### src/rtl/updown_sweep_ctrl.sv
// Triangle-sweep controller: steps a counter lo->hi->lo for n_cycles periods with start/done/abort/err.
// Define SWEEP_HOLD_EN to add a hold input that freezes an active sweep.
module updown_sweep_ctrl #(
  parameter int WIDTH = 4,
  parameter int CYC_W = 4
) (
  input  logic             clk,
  input  logic             rst,
  input  logic             start,
  input  logic             abort,
`ifdef SWEEP_HOLD_EN
  input  logic             hold,
`endif
  input  logic [WIDTH-1:0] lo,
  input  logic [WIDTH-1:0] hi,
  input  logic [CYC_W-1:0] n_cycles,
  output logic [WIDTH-1:0] count,
  output logic             dir,
  output logic             busy,
  output logic             done,
  output logic             err,
  output logic [CYC_W-1:0] cycles_left
);

  typedef enum logic [1:0] {
    S_IDLE = 2'd0,
    S_UP   = 2'd1,
    S_DOWN = 2'd2,
    S_DONE = 2'd3
  } state_t;

  state_t           r_state;
  logic [WIDTH-1:0] r_lo;
  logic [WIDTH-1:0] r_hi;
  logic [WIDTH-1:0] r_count;
  logic             r_dir;
  logic             r_busy;
  logic             r_done;
  logic             r_err;
  logic [CYC_W-1:0] r_cycles_left;

  logic             w_hold;
  logic             w_active;
  logic             w_start_bad;
  logic [WIDTH-1:0] w_cnt_inc;
  logic [WIDTH-1:0] w_cnt_dec;

`ifdef SWEEP_HOLD_EN
  assign w_hold = hold;
`else
  assign w_hold = 1'b0;
`endif

  assign w_active    = (r_state == S_UP) || (r_state == S_DOWN);
  assign w_start_bad = (lo >= hi) || (n_cycles == {CYC_W{1'b0}});
  // count stays inside [r_lo, r_hi] while stepping, so these never wrap when used
  assign w_cnt_inc   = r_count + WIDTH'(1);
  assign w_cnt_dec   = r_count - WIDTH'(1);

  // Sweep state machine with registered outputs
  always_ff @(posedge clk) begin
    if (!rst) begin
      r_state       <= S_IDLE;
      r_lo          <= {WIDTH{1'b0}};
      r_hi          <= {WIDTH{1'b0}};
      r_count       <= {WIDTH{1'b0}};
      r_dir         <= 1'b1;
      r_busy        <= 1'b0;
      r_done        <= 1'b0;
      r_err         <= 1'b0;
      r_cycles_left <= {CYC_W{1'b0}};
    end else begin
      r_done <= 1'b0;
      r_err  <= 1'b0;
      if (w_active && abort) begin
        r_state       <= S_IDLE;
        r_count       <= r_lo;
        r_dir         <= 1'b1;
        r_busy        <= 1'b0;
        r_cycles_left <= {CYC_W{1'b0}};
      end else begin
        case (r_state)
          S_IDLE: begin
            if (start) begin
              if (w_start_bad) begin
                r_err <= 1'b1;
              end else begin
                r_lo          <= lo;
                r_hi          <= hi;
                r_count       <= lo;
                r_cycles_left <= n_cycles;
                r_dir         <= 1'b1;
                r_busy        <= 1'b1;
                r_state       <= S_UP;
              end
            end
          end
          S_UP: begin
            if (!w_hold) begin
              r_count <= w_cnt_inc;
              if (w_cnt_inc == r_hi) begin
                r_dir   <= 1'b0;
                r_state <= S_DOWN;
              end
            end
          end
          S_DOWN: begin
            if (!w_hold) begin
              r_count <= w_cnt_dec;
              if (w_cnt_dec == r_lo) begin
                if (r_cycles_left == CYC_W'(1)) begin
                  r_cycles_left <= {CYC_W{1'b0}};
                  r_busy        <= 1'b0;
                  r_done        <= 1'b1;
                  r_state       <= S_DONE;
                end else begin
                  r_cycles_left <= r_cycles_left - CYC_W'(1);
                  r_dir         <= 1'b1;
                  r_state       <= S_UP;
                end
              end
            end
          end
          S_DONE: begin
            r_state <= S_IDLE;
          end
          default: begin
            r_state <= S_IDLE;
          end
        endcase
      end
    end
  end

  assign count       = r_count;
  assign dir         = r_dir;
  assign busy        = r_busy;
  assign done        = r_done;
  assign err         = r_err;
  assign cycles_left = r_cycles_left;

endmodule

### config.mk
export PLATFORM = sky130hd
export DESIGN_NAME = updown_sweep_ctrl
export DESIGN_NICKNAME = d
export VERILOG_FILES = /design/src/rtl/updown_sweep_ctrl.sv
export SDC_FILE = /design/constraint.sdc
export NUM_CORES = 1
export LEC_CHECK = 0
export ABC_AREA = 1
export CORE_ASPECT_RATIO = 1.5
export CORE_MARGIN = 4
export CORE_UTILIZATION = 47
export DETAILED_ROUTE_END_ITERATION = 6
export PLACE_DENSITY = 0.73
export SLEW_MARGIN = 20
export SYNTH_ARGS = -nofsm -noshare
export SYNTH_HDL_FRONTEND = slang
export SYNTH_SLANG_ARGS = --single-unit
export TNS_END_PERCENT = 50
### constraint.sdc
create_clock -name clk -period 2.36 [get_ports clk]
set_clock_uncertainty 0.15 [all_clocks]
set_input_delay 0.354 -clock clk [delete_from_list [all_inputs] [get_ports clk]]
set_output_delay 0.354 -clock clk [all_outputs]
set_load 0.02 [all_outputs]
==> run_1/final_congestion.png <==
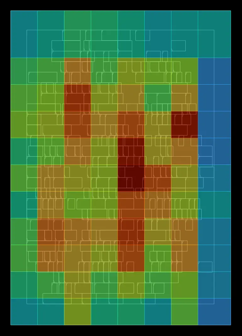
met1 GRT Util: 20.3%
aggregate global-route resource usage: 19.2%
M2 GR Usage: 36.7%

==> run_1/registers.png <==
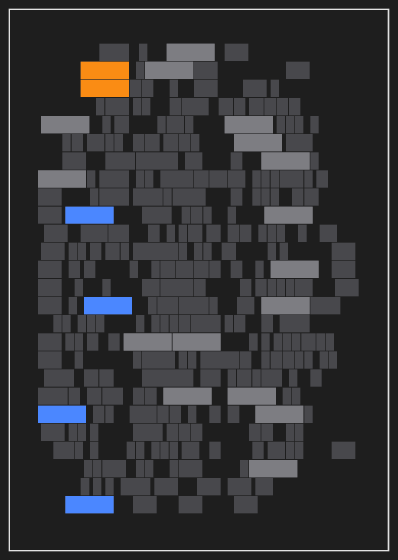
| color | signal | flops |
|---|---|---|
| orange | r_state | 2 |
| blue | cycles_left | 4 |
not colored: 16
power of the sequential group: 0.000588 W
final core utilization: 61.4%
sequential share of cell area: 21.0%
sequential standard cell area: 440 um^2

==> summary.log, run 1 <==
qor: routing.top_layer_used met4
qor: yosys.yosys-stat-area 1680 um^2
qor: routing.wire_per_inst 12.4 um
qor: yosys.synth_area 1680 um^2
qor: routing.met3WireLength 128 um
qor: sta.period_needed 2.18 ns
qor: run.timing.max_cap.violations 0
qor: yosys.synth-edff-count 0
qor: finish.finish.net_count 314
qor: pwr.power.internal 0.00124 W
qor: critical_path.timing.critical_path.depth 13
qor: yosys.postSynthAreaPerCell 6.82 um^2
qor: floorplan.die.size.x 56.8 um
qor: pwr.netSwitchingFraction 46.5%
qor: pwr.peakVddDrop 0.000588 V
qor: routing.met1Wirelength 1580 um
qor: clock_network.clk_pin_slew_worst_paths 0.08 ns
qor: floorplan.core-area 3420 um^2
qor: yosys.yosysUniqueCellTypes 34
qor: routing.final_antenna_net_count 0
qor: outcome.outcome finished clean
qor: pwr.power_density 1100 nW/um^2
qor: critical_path.path_delay_family buffers and inverters
qor: finish.layout_top_cell sky130_fd_sc_hd__nand2_1
qor: clock_network.post-cts-setup-buffers 0
qor: placed_design.place.gp.congestion 0.910
qor: routing.route.met2.wl 2140 um
qor: placed_design.hpwlAfterDp 3290 um
qor: critical_path.worstPathRequired 2.40 ns
qor: yosys.yosys.stat.seqShare 26.3%
qor: yosys.ys_dominant_reg_cell sky130_fd_sc_hd__dfxtp_1
qor: sta.hold_violations 0
qor: yosys.ys_async_sr_fraction 0%
qor: global_route.grt_overflow_total 0
qor: routing.via_count 1,644
qor: routing.drtPass1Iterations 4
==> run_1/port_nets.png <==
The bar under the picture is 20 um long.
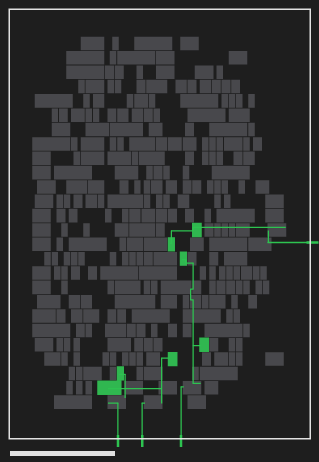
| color | port | direction | end cells | buffers | wire |
|---|---|---|---|---|---|
| green | hi | input | 7 | 4 | 114 um |
count of buffers inserted at the top-level ports: 27
Boundary Pins: 28

==> run 1: area by class of cell <==
class                           instances  area [um^2]
Fill cell                             329         1320
Inverter                               41          154
Tap cell                               42         52.6
Sequential cell                        22          440
Timing Repair Buffer                   38          353
Multi-Input combinational cell        178         1040
Clock buffer                            4         55.1
==> run 1: registers in the layout, indices dropped and copies added, names as in the netlist <==
signal	flops
count	4
cycles_left	4
r_hi	4
r_lo	4
r_state	2
busy	1
dir	1
done	1
err	1
==> run 1: per-stage QoR <==
stage	hold slack, ns	std cells	setup TNS (ns)
after floorplan	0.294	246	0
after detailed placement	0.313	321	-0.918
after global routing	0.362	325	0
final	0.321	325	0
after CTS	0.326	325	0
after global placement	0.309	321	-0.208
==> run 1: Yosys cell counts (2+ instances only) <==
cell type                  count  area [um^2]
sky130_fd_sc_hd__buf_2         2         10.0
sky130_fd_sc_hd__nand2_4       2         22.5
sky130_fd_sc_hd__nand3_2       2         20.0
sky130_fd_sc_hd__nand2_1      58          218
sky130_fd_sc_hd__a21oi_1      12         60.1
sky130_fd_sc_hd__o22ai_1       2         12.5
sky130_fd_sc_hd__xor2_1        2         17.5
sky130_fd_sc_hd__o21ai_0      12         60.1
sky130_fd_sc_hd__nor2_2        2         12.5
sky130_fd_sc_hd__nand3_1      19         95.1
sky130_fd_sc_hd__and3_1        2         12.5
sky130_fd_sc_hd__a31oi_1       2         12.5
sky130_fd_sc_hd__nor2_1       19         71.3
sky130_fd_sc_hd__nor2_4        2         22.5
sky130_fd_sc_hd__nor3_1        2         10.0
sky130_fd_sc_hd__o211ai_1      2         15.0
sky130_fd_sc_hd__nand4_1       5         31.3
sky130_fd_sc_hd__inv_2         5         18.8
sky130_fd_sc_hd__ha_1         14          175
sky130_fd_sc_hd__xnor2_1       2         17.5
sky130_fd_sc_hd__inv_1        36          135
sky130_fd_sc_hd__nand2_2       5         31.3
sky130_fd_sc_hd__o21ai_1       5         25.0
sky130_fd_sc_hd__dfxtp_1      22          440
==> run 1: worst max-delay path by stage <==
stage                   from         end  slack, ns
floorplan           count[0]  r_state[0]       0.35
global placement       hi[3]    count[2]      -0.05
detailed placement     hi[3]     r_lo[0]      -0.10
CTS                    hi[3]     r_lo[0]       0.17
global route           hi[3]    count[2]       0.04
finish                 hi[3]     r_lo[0]       0.18
==> run 1: per-layer routing <==
metal,up-vias,GRT usage [%]
li1,862,-
met1,729,20.3
met2,39,36.7
met4,0,9.51
met3,14,2.54
met5,-,0
==> run 1: power groups by stage <==
| stage | logic [W] | registers (W) | clock network (W) |
|---|---|---|---|
| 3_5_place_dp | 0.00144 | 0.000595 | 0 |
| 4_1_cts | 0.00146 | 0.000587 | 0.000281 |
| 5_1_grt | 0.00163 | 0.000602 | 0.000298 |
| 2_1_floorplan | 0.000968 | 0.000662 | 0 |
| 3_3_place_gp | 0.00143 | 0.000594 | 0 |
| 6_report | 0.00145 | 0.000588 | 0.000274 |
==> run 1: cells by family after synthesis <==
kind of cell	Yosys count	share of synthesized area, %
AOI/OAI and AO/OA	38	13.2
adders and majority gates	14	10.4
and+or+nand+nor	121	35.5
buffers and inverters	46	11.5
xor gates and xnor gates	5	3.06
DFF	22	26.3
==> run 2: changes to the inputs <==
--- a/config.mk
+++ b/config.mk
@@ -6,6 +6,7 @@
 export NUM_CORES = 1
 export LEC_CHECK = 0
 export ABC_AREA = 1
+export ABC_CLOCK_PERIOD_IN_PS = 2360
 export CORE_ASPECT_RATIO = 1.5
 export CORE_MARGIN = 4
 export CORE_UTILIZATION = 47
==> run_2/met1.png <==
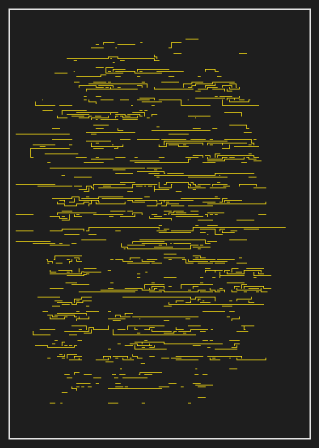
nets with wire on the layer: 286
main direction: horizontal
via count of the routed design: 1,644
WL final: 4020 um

==> run_2/clock_map.png <==
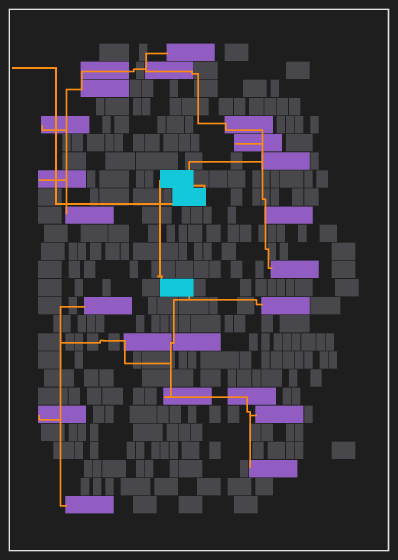
[purple] flip-flops | count: 22
[orange] clock wires | length: 301 um
[cyan] cells driving clock nets | count: 3
routed clock nets: 4
clock latency reported for the late side of the worst-skew pair: 0.26 ns
Clock power frac: 11.8%
clock-net power: 0.000274 W

==> run 2 against run 1 <==
  * Maximum frequency did not move
  * Hold slack did not move
  * Total power did not move
  * Sequential cell count did not move
  * Largest power group unchanged
==> summary.log, run 2 <==
qor: outcome.outcome finished clean [unchanged]
qor: pwr.power_density 1100 nW/um^2 [unchanged]
qor: floorplan.die.size.x 56.8 um [unchanged]
qor: critical_path.path_delay_family buffers and inverters [unchanged]
qor: yosys.synth.top_cells.by_count sky130_fd_sc_hd__nand2_1, sky130_fd_sc_hd__inv_1, sky130_fd_sc_hd__dfxtp_1 [unchanged]
qor: routing.wire_per_inst 12.4 um [unchanged]
qor: critical_path.worstPathRequired 2.40 ns [about the same]
qor: sta.tns 0 ns [unchanged]
qor: yosys.synth.area.mux_share 0% [unchanged]
qor: yosys.synth_adder_area_share 10.4% [unchanged]
qor: sta.worst_hold_slack 0.321 ns [unchanged]
qor: yosys.ys_async_sr_fraction 0% [unchanged]
qor: placed_design.place.gp.congestion 0.910 [unchanged]
qor: yosys.postSynthAreaPerCell 6.82 um^2 [unchanged]
qor: yosys.synth_area 1680 um^2 [unchanged]
qor: global_route.globalRouteTotalUtil 19.2% [unchanged]
qor: yosys.synth-edff-count 0 [unchanged]
qor: yosys.synth.largest_area_cell sky130_fd_sc_hd__dfxtp_1 [unchanged]
qor: pwr.peakVddDrop 0.000588 V [unchanged]
qor: placed_design.numPortBuffers 27 [unchanged]
qor: finish.layout_top_cell sky130_fd_sc_hd__nand2_1 [unchanged]
qor: yosys.top_cell_area_share 26.3% [unchanged]
qor: yosys.yosysUniqueCellTypes 34 [unchanged]
qor: yosys.cell_with_the_most_instances_after_synthesis sky130_fd_sc_hd__nand2_1 [unchanged]
==> run 2: cell counts in the layout (fill, tap and decap cells not counted) <==
Identical to the previous run, type by type.
==> run 2: layer usage <==
layer	vias up	GRT usage [%]	wire length [um]	share of wire (%)
met5	-	0	0	0
met4	0	9.51	165	4.1
li1	862	-	-	-
met3	14	2.54	128	3.2
met2	39	36.7	2140	53
met1	729	20.3	1580	39
==> run 2: final cells by class <==
cell class | count | area [um^2]
fill | 329 | 1320
multi-input combinational | 178 | 1040
sequential | 22 | 440
timing repair buffer | 38 | 353
inverter | 41 | 154
clock buffer | 4 | 55.1
tap | 42 | 52.6
==> run 2: cell families after synthesis <==
| logic type | after synthesis |
|---|---|
| flops | 22 |
| xor+xnor | 5 |
| fa+ha+maj | 14 |
| buf+inv | 46 |
| compound gates | 38 |
| simple gates | 121 |
==> run 2: tightest hold or removal path, cell delays in order (launching register included) <==
cell	delay, ns
sky130_fd_sc_hd__dfxtp_1	0.32
sky130_fd_sc_hd__inv_1	0.06
sky130_fd_sc_hd__a21oi_1	0.05
==> run 2: final timing paths <==
| path | start | to | slack [ns] | depth (start not counted) |
|---|---|---|---|---|
| setup / recovery | hi[3] | r_lo[0] | 0.18 | 13 |
| hold / removal | r_hi[0] | r_hi[0] | 0.32 | 2 |
| setup reg to reg | r_state[0] | count[0] | 0.30 | 9 |
| hold reg to reg | r_hi[0] | r_hi[0] | 0.32 | 2 |
==> run 2: per-stage QoR <==
| step | std cells | utilization (%) |
|---|---|---|
| final | 325 | 61.4 |
| after global routing | 325 | 61.4 |
| after CTS | 325 | 61.4 |
| after detailed placement | 321 | 59.8 |
| after global placement | 321 | 59.8 |
| after floorplan | 246 | - |
==> run 2: power breakdown <==
| group | internal, W | total, W | switching [W] |
|---|---|---|---|
| logic | 0.000609 | 0.00145 | 0.000840 |
| registers | 0.000480 | 0.000588 | 0.000109 |
| clock network | 0.000149 | 0.000274 | 0.000125 |
| total | 0.00124 | 0.00231 | 0.00107 |
Power figures rest on the tool's default switching activity, not on a simulated workload.
